Figure 1. Placed standard cells (run 1).
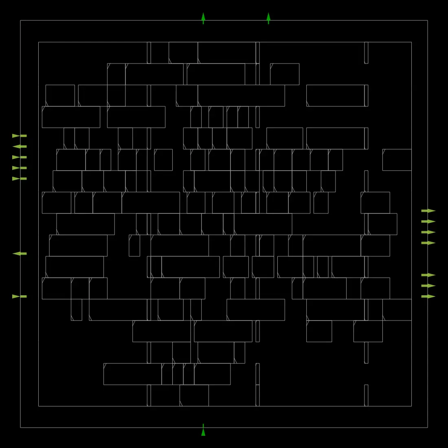
Figure 2. A small window of the routed layout (run 1).
The bar under the picture is 10 um long. Window x 13 to 38, y 3 to 28 um. Cells in gray, sequential cells in the stronger gray; small squares are vias.
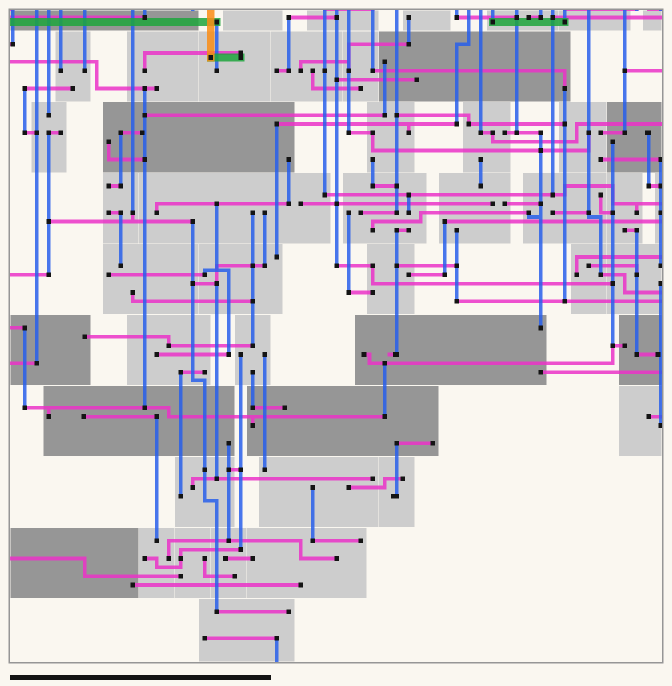
Figure 3. Logic cells by family (run 1).
The bar under the picture is 20 um long.
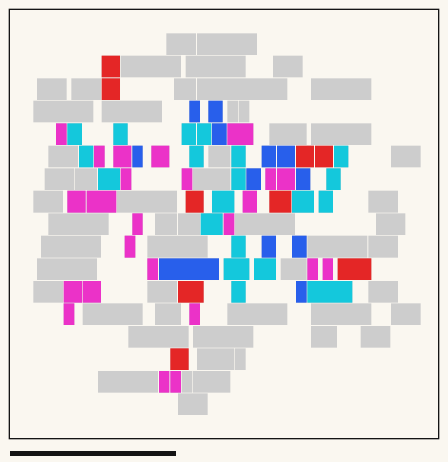
**src/rtl/vehicle_request.sv**
```systemverilog
// Vehicle-detector front end: conditions the loop input, counts waiting
// vehicles, requests service from the light controller and checks lamp sanity.
module vehicle_request #(
  parameter int unsigned DEBOUNCE_CYCLES = 4,
  parameter int unsigned CNT_W           = 8
) (
  input  logic             clk,
  input  logic             rst,
  input  logic             loop_raw,
  input  logic             red,
  input  logic             yellow,
  input  logic             green,
  output logic             sensor,
  output logic [CNT_W-1:0] pending_count,
  output logic             served,
  output logic             error
);

  localparam int unsigned      DB_W    = $clog2(DEBOUNCE_CYCLES) + 1;
  localparam logic [DB_W-1:0]  DB_LAST = DB_W'(DEBOUNCE_CYCLES - 1);
  localparam logic [CNT_W-1:0] CNT_MAX = '1;

  typedef enum logic [1:0] {
    S_IDLE   = 2'd0,
    S_REQ    = 2'd1,
    S_SERVED = 2'd2
  } state_t;

  state_t          state_q;
  state_t          state_d;
  logic            s1;
  logic            s2;
  logic            loop_clean;
  logic [DB_W-1:0] db_cnt;
  logic            green_d;

  logic            db_fire_c;
  logic            arrival_c;
  logic            green_rise_c;
  logic            multi_lamp_c;
  logic            serve_c;
  logic            lamps_dark_c;

  // Event decode shared by the counter, FSM and error logic
  always_comb begin
    db_fire_c    = (s2 != loop_clean) && (db_cnt == DB_LAST);
    arrival_c    = db_fire_c && s2;
    green_rise_c = green & ~green_d;
    multi_lamp_c = (red & yellow) | (red & green) | (yellow & green);
    lamps_dark_c = ~(red | yellow | green);
    serve_c      = (state_q == S_REQ) && green_rise_c;
  end

  // Two-flop synchronizer followed by a stable-run debouncer
  always_ff @(posedge clk) begin
    if (rst) begin
      s1         <= 1'b0;
      s2         <= 1'b0;
      loop_clean <= 1'b0;
      db_cnt     <= '0;
    end else begin
      s1 <= loop_raw;
      s2 <= s1;
      if (s2 == loop_clean) begin
        db_cnt <= '0;
      end else if (db_fire_c) begin
        loop_clean <= s2;
        db_cnt     <= '0;
      end else begin
        db_cnt <= db_cnt + DB_W'(1);
      end
    end
  end

  // Saturating vehicle counter; a green service clears it, but an arrival
  // on the same edge was not served and is kept
  always_ff @(posedge clk) begin
    if (rst) begin
      pending_count <= '0;
    end else if (serve_c) begin
      pending_count <= arrival_c ? CNT_W'(1) : '0;
    end else if (arrival_c && (pending_count != CNT_MAX)) begin
      pending_count <= pending_count + CNT_W'(1);
    end
  end

  // Next-state logic for the request handshake
  always_comb begin
    state_d = state_q;
    case (state_q)
      S_IDLE:   if (pending_count != '0) state_d = S_REQ;
      S_REQ:    if (green_rise_c) state_d = S_SERVED;
      S_SERVED: if (lamps_dark_c) state_d = (pending_count != '0) ? S_REQ : S_IDLE;
      default:  state_d = S_IDLE;
    endcase
  end

  // State register, registered outputs and sticky lamp-protocol flag
  always_ff @(posedge clk) begin
    if (rst) begin
      state_q <= S_IDLE;
      sensor  <= 1'b0;
      served  <= 1'b0;
      error   <= 1'b0;
      green_d <= 1'b0;
    end else begin
      state_q <= state_d;
      sensor  <= (state_d == S_REQ);
      served  <= serve_c;
      green_d <= green;
      if (multi_lamp_c || (green_rise_c && (state_q != S_REQ))) begin
        error <= 1'b1;
      end
    end
  end

endmodule

```
**config.mk**
```make
export PLATFORM = sky130hd
export DESIGN_NAME = vehicle_request
export DESIGN_NICKNAME = d
export VERILOG_FILES = /design/src/rtl/vehicle_request.sv
export SDC_FILE = /design/constraint.sdc
export NUM_CORES = 1
export LEC_CHECK = 0
export CAP_MARGIN = 20
export CORE_MARGIN = 2
export CORE_UTILIZATION = 40
export CTS_CLUSTER_SIZE = 16
export DETAILED_ROUTE_END_ITERATION = 6
export GPL_TIMING_DRIVEN = 1
export HOLD_SLACK_MARGIN = 0.15
export PLACE_DENSITY = 0.74
export SYNTH_ARGS = -nofsm -noshare
export SYNTH_HDL_FRONTEND = slang
export SYNTH_SLANG_ARGS = --single-unit
```
**constraint.sdc**
```tcl
create_clock -name clk -period 4.7 [get_ports clk]
set_input_delay 0.94 -clock clk [delete_from_list [all_inputs] [get_ports clk]]
set_output_delay 0.94 -clock clk [all_outputs]
set_load 0.05 [all_outputs]
```
==> run summary, run 1 <==
Status: completed
Post-synth top flop: dfxtp_1
Worst path arrival time: 1680 ps
# setup viols final: 0
Hold Path Sink: db_cnt[0]
Via Count: 780
Post-Synth Adder-Cell Area: 0.05495
Pre-antenna DRT Iters: 4
R2r startpoint: db_cnt[0]
CLK BUF: 3
Signal buf overhead: 0.1397
Sequential Power Share: 0.527
Worst hold slack: 441.9 ps
P_int: 0.2653 mW
Number of flip-flops in the largest register: 8
R2R depth: 6
Clock tree root buffer cell: clkbuf_4
Most common cell in the netlist: dfxtp_1
Worst Path Buf+Inv: 1
Combinational gate area: 483.0 sq um
Largest net degree at the start of global routing: 13
Most instantiated logic cell after routing: dfxtp_1
Sequential group power: 0.173 mW
Multi-In Gates: 75
Top cell area share: 0.4396
Synthesis-to-layout area growth: 25.82%
FFs w/ async S/R, synth: 0
Aoi share: 0.1552
Floorplan Utilization: 0.4158
CP endpoint: pending_count[2]
Sw Ratio: 0.1920
Top Layout Cells: 20 x dfxtp_1, 16 x clkdlybuf4s50_1, 15 x nor2_1
Worst path depth: 1
Startpoint Class: flop
Worst clock skew: 10.84 ps
Non-clk bufs: 16
Vias in the first global route: 696
Max Root-Sink Buffers: 2
Netlist cell types: 33
Comb pwr share: 0.046
Clk power: 0.140 mW
CTS tree: done
CP required: 3760 ps
Post-route design area: 0.001146 sq mm
Syn Area/Cell: 8.930 sq um
I/O Buffers: 16
First-pass GRT wire length: 3.008 mm
Detailed-placement wirelength estimate: 1.310 mm
Cells after DPL: 143
Crit. End Element: primary output
Fmax: 0.3812 GHz
Resize count post-CTS: 0
Top cells by count, synth: 20 x dfxtp_1, 15 x nor2_1, 7 x a21oi_1, 7 x nand3_1, 5 x nor2b_1
-- Figure 1 (at the start) --
Core ar.: 0.002191 sq mm
Tapcells: 28
Cell Rows: 17
flip-flop and latch share of the layout cell area: 0.3493
Fill cells: 209

-- Figure 2 (at the start) --
Key: M1 = magenta; M3 = green; M4 = orange; M2 = blue
36 logic cells have their middle in the window. Netlist names of flops here include db_cnt (3), pending_count (2). Sequential cells in the window: 6. Most frequent: nor2_1 (8), dfxtp_1 (6), xnor2_1 (3).

-- Figure 3 (at the start) --
Key: nor cells = magenta [cells 24, most used nor2_1]; aoi and oai cells = cyan [cells 20, most used a21oi_1]; nand cells = blue [cells 12, most used nand3_1]; and/or cells = red [cells 9]

Figure 4. Clock distribution (run 1).
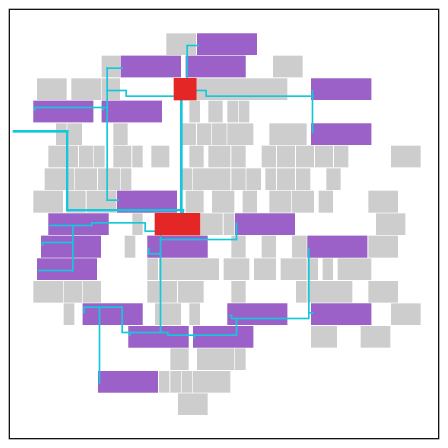

--- run 2 (diff from run 1) ---
==> constraint.sdc (replaced) <==
create_clock -name clk -period 2.7 [get_ports clk]
set_input_delay 0.54 -clock clk [delete_from_list [all_inputs] [get_ports clk]]
set_output_delay 0.54 -clock clk [all_outputs]
set_load 0.05 [all_outputs]
Figure 5. Clock distribution (run 2).
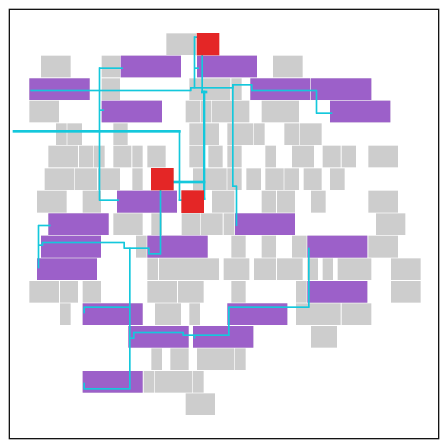
Key: flip-flops = purple [count 20]; clock wires = cyan [length 237 um]; clock-net drivers = red [count 3]
There are 4 routed clock nets.

Figure 6. A small window of the routed layout (run 2).
The bar under the picture is 10 um long. Window x 13 to 38, y 3 to 28 um. Cells in gray, sequential cells in the stronger gray; small squares are vias.
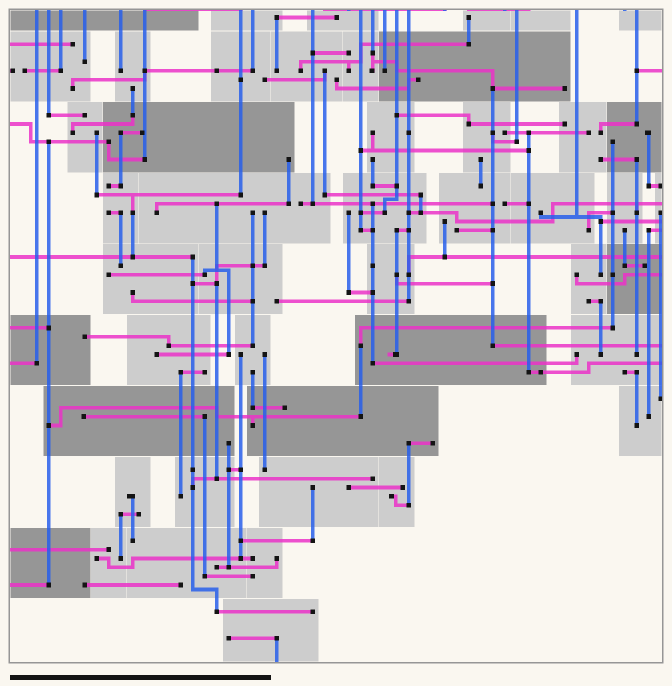
Key: M2 = blue; M1 = magenta
Netlist names of flops here include db_cnt (2), pending_count (2). Sequential cells in the window: 5. Most frequent: nor2_1 (8), dfxtp_1 (5), xnor2_1 (3). 36 logic cells have their middle in the window.

==> run 2 against run 1 <==
  * Design area is 1.4% lower
  * Non-clock buffer count stayed put
  * Sequential share of layout area is 0.50 points higher
  * Wire length is 0.58% higher
  * Sequential power is 74% higher
  * Via count is 0.13% lower
  * Clock-buffer cell count is 1 higher
  * Clock power is 24% higher
  * Register-to-register slack worse by 2000 ps
  * Global-route usage is 0.42 points lower
  * Utilization is 0.74 points lower
  * Critical endpoint is now pending_count[3]
  * Largest cell class unchanged
  * Highest routed layer unchanged
==> run summary, run 2 <==
Status: completed
Number of flip-flops in the largest register: 8 (unchanged)
Post-synth top flop: dfxtp_1
CP required: 2160 ps (-1600 ps)
Floorplan Utilization: 0.4158 (unchanged)
Signal buf overhead: 0.1418 (+0.002012)
FFs w/ async S/R, synth: 0 (unchanged)
Syn Area/Cell: 8.930 sq um (unchanged)
Die Size: 0.002675 sq mm
Sw Ratio: 0.2141 (+0.02216)
Clock tree root buffer cell: clkbuf_4
Clock sinks: 20
Chip area in the Yosys report: 910.9 sq um
Least-Margin Pin Slew: 503.1 ps
R2r startpoint: db_cnt[0]
Flip-flop and latch share of the layout cell area: 0.3544 (+0.005031)
Non-clk bufs: 16 (unchanged)
Hold Path Sink: db_cnt[0]
GRT met3 Usage: 0.03736
Crit-path slowest cell: clkdlybuf4s50_1
Worst vdd ir: 0.3024 mV
Aoi share: 0.1552 (unchanged)
Cells after DPL: 143 (unchanged)
Worst hold slack: 439.3 ps (-2.601 ps)
Max Root-Sink Buffers: 2 (unchanged)
Most common cell in the netlist: dfxtp_1
Clock power frac: 0.346
Vias in the first global route: 705 (+1.3%)
Clock-cell share: 0.03212
Crit path from: pending_count[3]
# setup viols final: 0 (unchanged)
Largest net degree at the start of global routing: 13 (unchanged)
Top cells by count, synth: 20 x dfxtp_1, 15 x nor2_1, 7 x a21oi_1, 7 x nand3_1, 5 x nor2b_1
Resize count post-CTS: 0 (unchanged)
Cell Rows: 17 (unchanged)
Routability Congestion: 0.8626
Top cell area share: 0.4396 (unchanged)
R2R depth: 6 (unchanged)
Met1 WL: 810 um
Post-route design area: 0.001130 sq mm (-1.4%)
Via Count: 779 (-0.13%)
Clk power: 0.173 mW (+24%)
Detailed-placement wirelength estimate: 1.343 mm (+2.5%)
I/O Buffers: 16 (unchanged)
CLK BUF: 4 (+1)
Combinational power: 0.0265 mW
Worst path depth: 1 (unchanged)
Crit. End Element: primary output
First-pass GRT wire length: 2.994 mm (-0.47%)
Multi-In Gates: 75 (unchanged)
WL met3: 78 um
Worst clock skew: 3.902 ps (-6.942 ps)
Top Layout Cells: 20 x dfxtp_1, 16 x clkdlybuf4s50_1, 15 x nor2_1
MUX area fraction: 0.01099
CTS tree: done
Fill cells: 216 (+3.3%)
Combinational gate area: 483.0 sq um (unchanged)
Sequential group power: 0.301 mW (+74%)
Comb pwr share: 0.053 (+0.007)
CP endpoint: pending_count[3]
Total grt overflow: 0
Top fanout value on the critical path: 9
Top Family by Delay on Critical Path: buffers and inverters
Detailed Route WL: 1.741 mm
Largest registers: pending_count x8, db_cnt x3, state_q x2
Share of cells above drive strength 1: 0.05882
Yosys Instances: 102
Fmax: 0.4542 GHz
Antenna violations before repair: 0
Post-Syn Area: 910.9 sq um
Most instantiated logic cell after routing: dfxtp_1
Tapcells: 28 (unchanged)
Synthesis-to-layout area growth: 24.04%
Post-Synth Adder-Cell Area: 0.05495 (unchanged)
Pre-antenna DRT Iters: 4 (unchanged)
Worst path arrival time: 1660 ps (-20 ps)
Setup tns final: 0 ps
Worst Path Buf+Inv: 1 (unchanged)
P_int: 0.3940 mW (+49%)
Netlist cell types: 33 (unchanged)
Startpoint Class: flop
Leading area contributor after synthesis: dfxtp_1
Core ar.: 0.002191 sq mm (unchanged)
Sequential Power Share: 0.601 (+0.074)
Area fraction in xor and xnor cells: 0.02885
Power and IR drop assume default switching activity.
